[config.mk]
export PLATFORM = sky130hd
export DESIGN_NAME = hazard_scoreboard
export DESIGN_NICKNAME = d
export VERILOG_FILES = /design/src/rtl/hazard_scoreboard_pkg.sv /design/src/rtl/hazard_sb_entry.sv /design/src/rtl/hazard_scoreboard.sv
export SDC_FILE = /design/constraint.sdc
export NUM_CORES = 1
export LEC_CHECK = 0
export CAP_MARGIN = 25
export CORE_UTILIZATION = 50
export CTS_CLUSTER_SIZE = 14
export DETAILED_ROUTE_END_ITERATION = 8
export GPL_TIMING_DRIVEN = 1
export PLACE_DENSITY = 0.69
export SYNTH_ARGS = -nofsm -noshare
export SYNTH_HDL_FRONTEND = slang
export SYNTH_SLANG_ARGS = --single-unit
export TNS_END_PERCENT = 30
[constraint.sdc]
create_clock -name clk -period 3.6 [get_ports clk]
set_input_delay 0.36 -clock clk [delete_from_list [all_inputs] [get_ports clk]]
set_output_delay 0.36 -clock clk [all_outputs]
set_load 0.02 [all_outputs]
[src/rtl/hazard_scoreboard_pkg.sv]
// Shared ISA-level constants for the hazard scoreboard: register index
// width, the hard-wired zero register and the producer latency classes.
package hazard_scoreboard_pkg;

  // Architectural register index width (32 registers).
  localparam int ISA_REG_W = 5;

  // x0 is hard-wired to zero and never creates a dependency.
  localparam int X0_IDX = 0;

  // Producer latency classes, in cycles until the result is forwardable.
  localparam int LAT_ALU  = 0;
  localparam int LAT_LOAD = 1;

  // True when a register index names a tracked (non-x0) register.
  function automatic logic is_tracked(input int unsigned idx);
    return idx != X0_IDX;
  endfunction

endpackage

[src/rtl/hazard_sb_entry.sv]
// One per-register countdown of the hazard scoreboard. It holds the number
// of cycles remaining until the pending producer's result can be forwarded.
module hazard_sb_entry #(
  parameter int LAT_W = 3
) (
  input  logic             clk,
  input  logic             rst,
  input  logic             load,
  input  logic [LAT_W-1:0] load_val,
  input  logic             clear,
  output logic [LAT_W-1:0] cnt
);

  // Reset and redirect-clear dominate, then a fresh issue, else count down to zero.
  always_ff @(posedge clk) begin
    // NOTE: sequential state uses non-blocking assignments so every flop
    // samples pre-edge values, independent of block evaluation order.
    if (rst) begin
      cnt <= '0;
    end else if (clear) begin
      cnt <= '0;
    end else if (load) begin
      cnt <= load_val;
    end else if (cnt != '0) begin
      cnt <= cnt - LAT_W'(1);
    end
  end

endmodule

[src/rtl/hazard_scoreboard.sv]
// Register-dependency hazard scoreboard. Tracks, per architectural register,
// how many cycles remain until an in-flight producer's result is
// forwardable, stalls IF/ID on RAW/WAW hazards, and on a taken redirect
// kills younger stages and forgets the counters they had set.
module hazard_scoreboard
  import hazard_scoreboard_pkg::*;
#(
  parameter int NUM_REGS    = 32,
  parameter int REG_W       = ISA_REG_W,
  parameter int MAX_LAT     = 4,
  parameter int FLUSH_DEPTH = 1,
  localparam int LAT_W      = $clog2(MAX_LAT + 1)
) (
  input  logic                   clk,
  input  logic                   rst,
  input  logic                   id_valid,
  input  logic [REG_W-1:0]       rs1_id_in,
  input  logic [REG_W-1:0]       rs2_id_in,
  input  logic                   rs1_used,
  input  logic                   rs2_used,
  input  logic [REG_W-1:0]       rd_id_in,
  input  logic                   rd_we,
  input  logic [LAT_W-1:0]       lat_id_in,
  input  logic                   branch_in,
  input  logic                   jump_in,
  output logic                   stall,
  output logic [FLUSH_DEPTH-1:0] flush_mask,
  output logic [NUM_REGS-1:0]    busy_mask,
  output logic [15:0]            stall_cnt
);

  localparam logic [REG_W-1:0] X0 = REG_W'(X0_IDX);

  logic                flush;
  logic                issue;
  logic                issue_wr;
  logic                raw1;
  logic                raw2;
  logic                waw;
  logic [LAT_W-1:0]    cnt [NUM_REGS];
  logic [NUM_REGS-1:1] load_vec;
  logic [NUM_REGS-1:1] kill_vec;

  // A taken redirect outranks everything else happening in ID this cycle.
  assign flush      = branch_in | jump_in;
  assign issue      = id_valid && !stall && !flush;
  assign issue_wr   = issue && rd_we && (rd_id_in != X0);
  assign flush_mask = {FLUSH_DEPTH{flush}};

  // x0 is never tracked; its counter reads as constant zero.
  assign cnt[0] = '0;

  // Issue decode: select which register counter loads the new latency.
  always_comb begin
    // NOTE: every always_comb output gets a default first so no path
    // leaves it unassigned and a latch cannot be inferred.
    load_vec = '0;
    for (int r = 1; r < NUM_REGS; r++) begin
      load_vec[r] = issue_wr && (rd_id_in == REG_W'(r));
    end
  end

  // Per-register countdowns, one entry for each tracked register.
  for (genvar r = 1; r < NUM_REGS; r++) begin : g_entry
    hazard_sb_entry #(
      .LAT_W (LAT_W)
    ) u_entry (
      .clk      (clk),
      .rst      (rst),
      .load     (load_vec[r]),
      .load_val (lat_id_in),
      .clear    (flush && kill_vec[r]),
      .cnt      (cnt[r])
    );
  end

  // Issue history: which registers the killed younger stages were about to write.
  if (FLUSH_DEPTH > 1) begin : g_hist
    typedef struct packed {
      logic             valid;
      logic [REG_W-1:0] rd;
    } hist_t;

    hist_t hist [FLUSH_DEPTH-1];

    // Shift the issue record every cycle; a redirect wipes every entry.
    always_ff @(posedge clk) begin
      if (rst || flush) begin
        for (int i = 0; i < FLUSH_DEPTH - 1; i++) begin
          hist[i] <= '0;
        end
      end else begin
        hist[0] <= '{valid: issue_wr, rd: rd_id_in};
        for (int i = 1; i < FLUSH_DEPTH - 1; i++) begin
          hist[i] <= hist[i-1];
        end
      end
    end

    // Mark every register named by a live history entry for clearing.
    always_comb begin
      kill_vec = '0;
      for (int i = 0; i < FLUSH_DEPTH - 1; i++) begin
        for (int r = 1; r < NUM_REGS; r++) begin
          if (hist[i].valid && (hist[i].rd == REG_W'(r))) begin
            kill_vec[r] = 1'b1;
          end
        end
      end
    end
  end else begin : g_no_hist
    // Only ID is killed; nothing issued earlier needs undoing.
    assign kill_vec = '0;
  end

  // Hazard detection against the currently pending counters.
  always_comb begin
    raw1  = rs1_used && (rs1_id_in != X0) && (cnt[rs1_id_in] != '0);
    raw2  = rs2_used && (rs2_id_in != X0) && (cnt[rs2_id_in] != '0);
    waw   = rd_we    && (rd_id_in  != X0) && (cnt[rd_id_in]  != '0);
    stall = id_valid && !flush && (raw1 || raw2 || waw);
  end

  // Busy view of the registered counters.
  always_comb begin
    busy_mask = '0;
    for (int r = 0; r < NUM_REGS; r++) begin
      busy_mask[r] = is_tracked(r) && (cnt[r] != '0);
    end
  end

  // Saturating count of cycles spent stalled.
  always_ff @(posedge clk) begin
    if (rst) begin
      stall_cnt <= '0;
    end else if (stall && (stall_cnt != 16'hFFFF)) begin
      stall_cnt <= stall_cnt + 16'd1;
    end
  end

endmodule

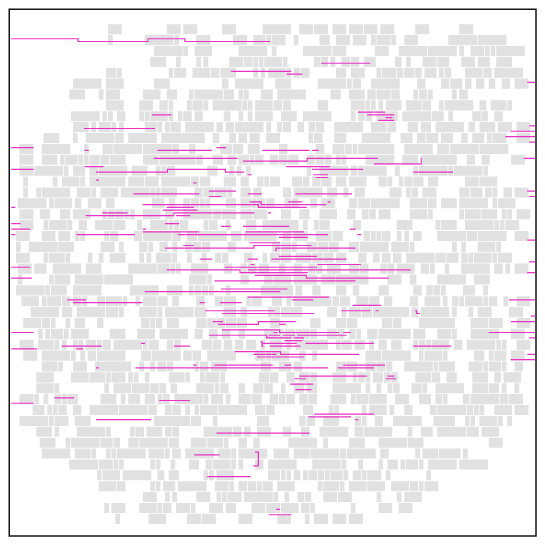
Figure 1: run 1, the metal 3 layer.
Scale: 4 px per um. Cells faint in the background.
- wire length on this layer: 1560 um
- nets with wire on the layer: 116
- share of all routed wire: 6.7%
- main direction: horizontal

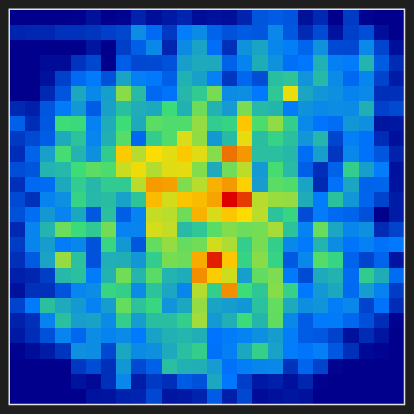
Figure 2: run 1, routed metal per tile.
Scale: 3 px per um. The die is cut into 26 by 26 equal tiles; dark blue is low, red is high, scaled to the fullest tile. Values are wire area over tile area, all layers added.
- tiles over half the peak: 16%
- densest ninth of the die: centre
- fullest tile: 0.74
- mean over tiles: 0.22
- nearly empty tiles: 9.2%

==> qor.yml, run 1 <==
status: "finished clean"
fin_ws_ps: 168.2
final_layout_size_suffix_gt1_share_pct: 15.22
setup_viol: 0
die_w_um: 131.3
timing.max_cap.violations: 0
dr.max_layer_used: "met4"
wl_per_cell_um: 16.90
clock_path_buffers: 2
vdd_drop_max_mv: 0.6359
crit_slowest_cell: "clkdlybuf4s50_1"
power.total_mw: 8.151
top_regs: "g_entry.u_entry.cnt (93), stall_cnt (16)"
gp_congestion: 1.030
io_buffer_count: 74
coreArea_sq_um: 16120
yosysTopAreaCell: "dfxtp_1"
final.setup.tns_ps: 0
io_pins: 76
clk_share_pct: 3.089
skew_ps: 12.15
grt_pass1_wl_um: 37720
pg_clk_mw: 1.06
fill_cells: 1460
finalHoldViolCount: 0
async_flop_share_pct: 0
final-seq-area_sq_um: 2182
synth.top_cell.area_share_pct: 26.11
crit_start: "rs2_id_in[1]"
wl_um: 23180
final-max-slew-violation-count: 0
arrival_ps: 3070
synth_area_sq_um: 8358
hp-start: "g_entry[12].u_entry.cnt[1]"
power_leader: "combinational cells"
synth_cell_types: 65
regToRegStartpoint: "g_entry[26].u_entry.cnt[2]"
combinationalPower_mw: 4.99
post_cts_resized: 2
seq_area_share_pct: 21.90
largest-register: "g_entry.u_entry.cnt"
grt_antenna_before_repair: 0
hold_path_end: "g_entry[12].u_entry.cnt[1]"
min_period_ps: 3432
slew-limit-headroom_pct: 48.70
ys_area_sq_um: 8358
final_cells: 1372
place_area_sq_um: 9632
nonClkBufAreaFrac_pct: 12.78
path_clk_slew_ps: 70
fmax_mhz: 291.4
fp_util_pct: 51.86
synthFlopType: "dfxtp_1"
simple_gate_area_share_pct: 25.42
startpoint_type: "input pin"
via_per_inst: 5.706
hold_path.class: "reg -> reg"
comb-cell-share_pct: 55.59
cp_common_cell: "clkdlybuf4s50_1"
drtAntennaViolNets: 0
wl_met3_um: 1557
p_comb_share_pct: 61.3
worst_pin_slew_ps: 759.9
nWellTaps: 216
path_class: "in -> out"
top_usage_layer: "met2"
adder_share_pct: 9.431
muxShareOfSynthArea_pct: 15.07
p_switching_mw: 3.548
leakagePower_nw: 4.207
placed_cells: 1356
nNetsFinal: 1240
switching_share_pct: 43.53
lay_top_count: "nor2_1"
cpLargestDelayFamily: "buffers and inverters"
topCombFamilyByArea: "simple AND/OR/NAND/NOR gates"
comb_area_sq_um: 5539
crit_path_end: "stall"
yosysWarnings: 0
area_growth_pct: 19.21
power_per_cell_area_nw_per_um2: 818.1
cts_setup_buffers: 0
warnings: 57
cp.required_ps: 3240
cts_made_buffers: 9
edf_count: 0
wl_met2_um: 10580
cts_hold_buf: 0
floorplan.nets: 1143
final_area_sq_um: 9963
cpPeakStageDelay_ps: 650
synth.most_common_cell: "nor2_1"
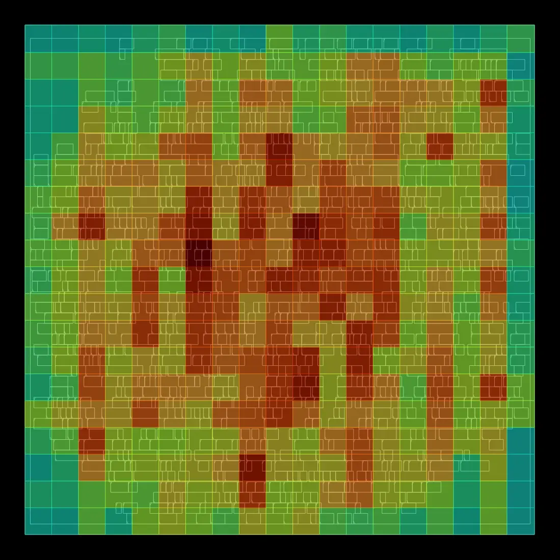
Figure 3: run 1, congestion heat map.
GR Util met2: 44.44%
global-route usage over all layers: 27.28%
grt met3 use: 5.054%

==> run 1 -> run 2 <==
--- a/config.mk
+++ b/config.mk
@@ -6,11 +6,12 @@
 export NUM_CORES = 1
 export LEC_CHECK = 0
 export CAP_MARGIN = 25
-export CORE_UTILIZATION = 50
+export CORE_UTILIZATION = 35
 export CTS_CLUSTER_SIZE = 14
 export DETAILED_ROUTE_END_ITERATION = 8
 export GPL_TIMING_DRIVEN = 1
-export PLACE_DENSITY = 0.69
+export PLACE_DENSITY = 0.51
+export SKIP_LAST_GASP = 1
 export SYNTH_ARGS = -nofsm -noshare
 export SYNTH_HDL_FRONTEND = slang
 export SYNTH_SLANG_ARGS = --single-unit
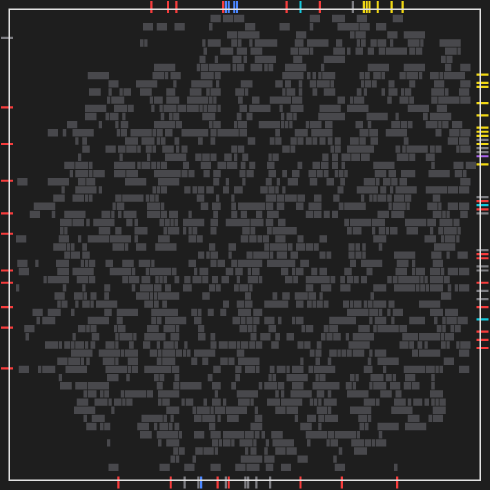
Figure 4: run 2, pin placement.
Scale: 3 px per um. Pins as bars across the die edge, other pins in grey.
- branch_in: purple (pins 1; direction input; edge east)
- stall_cnt: yellow (pins 16; direction output; edge 10 east, 6 north)
- rd_id_in: blue (pins 5; direction input; edge 4 north, 1 south)
- lat_id_in: cyan (pins 3; direction input; edge 2 east, 1 north)
- busy_mask: red (pins 32; direction output; edge 10 west, 9 east, 7 south, 6 north)
- all pins by edge: 32 east, 18 north, 15 south, 11 west

==> qor.yml, run 2 <==
io_buffer_count: 74
combinationalPower_mw: 5.07
synth.most_common_cell: "nor2_1"
simple_gate_area_share_pct: 25.42
yosysTopAreaCell: "dfxtp_1"
grt_pass1_wl_um: 39980
via_per_inst: 5.204
io_pins: 76
slew-limit-headroom_pct: 43.57
final_cells: 1483
power_per_cell_area_nw_per_um2: 808.4
grtUsageMet2_pct: 33.95
power_leader: "combinational cells"
lay_top_count: "nor2_1"
coreArea_sq_um: 23470
area_growth_pct: 21.03
place_area_sq_um: 9801
wl_met3_um: 1140
drtAntennaViolNets: 0
nonClkBufAreaFrac_pct: 12.96
crit_start: "g_entry[26].u_entry.cnt[2]"
seq_area_share_pct: 21.58
nNetsFinal: 1248
timing.max_cap.violations: 0
hp-start: "g_entry[12].u_entry.cnt[1]"
cp.required_ps: 3860
setup_viol: 0
hold_path_end: "g_entry[12].u_entry.cnt[1]"
wl_um: 25070
floorplan.nets: 1143
muxShareOfSynthArea_pct: 15.07
final-seq-area_sq_um: 2183
wl_met2_um: 11140
hold_path.class: "reg -> reg"
post_cts_resized: 1
wl_per_cell_um: 16.90
switching_share_pct: 43.87
fmax_mhz: 297.9
warnings: 57
grt_usage_pct: 21.14
fp_util_pct: 35.61
cts_hold_buf: 0
path_clk_slew_ps: 80
placed_cells: 1467
pg_clk_mw: 1.01
dr.max_layer_used: "met4"
die_w_um: 156.5
arrival_ps: 3620
ys_area_sq_um: 8358
leakagePower_nw: 4.248
status: "finished clean"
top_usage_layer: "met2"
comb_area_sq_um: 5548
yosysWarnings: 0
skew_ps: 9.628
power.total_mw: 8.178
fill_cells: 2407
startpoint_type: "register"
clk_share_pct: 2.808
p_comb_share_pct: 62.0
p_switching_mw: 3.587
final_area_sq_um: 10120
clock_path_buffers: 2
regToRegStartpoint: "g_entry[26].u_entry.cnt[2]"
comb-cell-share_pct: 54.84
path_class: "reg -> reg"
async_flop_share_pct: 0
cpPeakStageDelay_ps: 580
edf_count: 0
synthFlopType: "dfxtp_1"
grt_antenna_before_repair: 0
crit_path_end: "g_entry[20].u_entry.cnt[2]"
vdd_drop_max_mv: 0.3871
worst_pin_slew_ps: 844.7
final_layout_size_suffix_gt1_share_pct: 16.07
cts_made_buffers: 9
nWellTaps: 319
==> run 2 -> run 3 <==
--- a/config.mk
+++ b/config.mk
@@ -6,11 +6,12 @@
 export NUM_CORES = 1
 export LEC_CHECK = 0
 export CAP_MARGIN = 25
-export CORE_UTILIZATION = 35
+export CORE_MARGIN = 1
+export CORE_UTILIZATION = 59
 export CTS_CLUSTER_SIZE = 14
 export DETAILED_ROUTE_END_ITERATION = 8
 export GPL_TIMING_DRIVEN = 1
-export PLACE_DENSITY = 0.51
+export PLACE_DENSITY = 0.8
 export SKIP_LAST_GASP = 1
 export SYNTH_ARGS = -nofsm -noshare
 export SYNTH_HDL_FRONTEND = slang
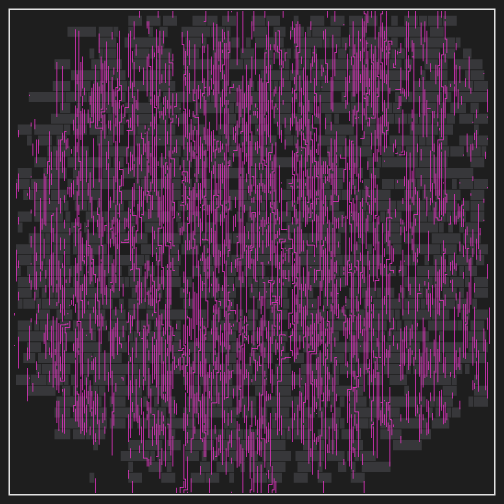
Figure 5: run 3, met2 routing.
Scale: 4 px per um. Cells faint in the background.
- main direction: vertical
- nets with wire on the layer: 1045

==> qor.yml, run 3 <==
status: "finished clean"
final_layout_size_suffix_gt1_share_pct: 14.70
drtAntennaViolNets: 0
clock_path_buffers: 2
synth.top_cell.area_share_pct: 26.11
final_area_sq_um: 9873
crit_start: "g_entry[27].u_entry.cnt[2]"
path_clk_slew_ps: 70
grt_antenna_before_repair: 0
vdd_drop_max_mv: 0.7074
lay_top_count: "nor2_1"
path_class: "reg -> reg"
fin_ws_ps: 213.8
grtUsageMet2_pct: 51.36
min_period_ps: 3386
crit_slowest_cell: "or4_1"
place_area_sq_um: 9537
wl_um: 22810
final.setup.tns_ps: 0
cp.required_ps: 3850
placed_cells: 1315
cpPeakStageDelay_ps: 600
arrival_ps: 3640
io_pins: 76
wl_met2_um: 10420
dr.max_layer_used: "met4"
p_comb_share_pct: 61.3
edf_count: 0
synthFlopType: "dfxtp_1"
pg_clk_mw: 1.08
warnings: 57
fp_util_pct: 60.45
cpLargestDelayFamily: "simple AND/OR/NAND/NOR gates"
async_flop_share_pct: 0
yosysWarnings: 0
cts_hold_buf: 0
cts_made_buffers: 9
hp-start: "rst"
grt_pass1_wl_um: 36740
crit_path_end: "g_entry[15].u_entry.cnt[2]"
area_growth_pct: 18.13
top_usage_layer: "met2"
hold_path_end: "stall_cnt[4]"
worst_pin_slew_ps: 710.2
power_leader: "combinational cells"
final-max-slew-violation-count: 0
finalHoldViolCount: 0
post_cts_resized: 1
adder_share_pct: 9.431
largest-register: "g_entry.u_entry.cnt"
gp_congestion: 1.033
hold_path.class: "in -> reg"
io_buffer_count: 74
nNetsFinal: 1235
power_per_cell_area_nw_per_um2: 833.8
timing.max_cap.violations: 0
synth_area_sq_um: 8358
final_cells: 1330
via_per_inst: 6.011
simple_gate_area_share_pct: 25.42
synth_cell_types: 65
clk_share_pct: 3.194
nWellTaps: 180
die_w_um: 121.0
wl_per_cell_um: 17.15
wl_met3_um: 1894
regToRegStartpoint: "g_entry[27].u_entry.cnt[2]"
skew_ps: 7.126
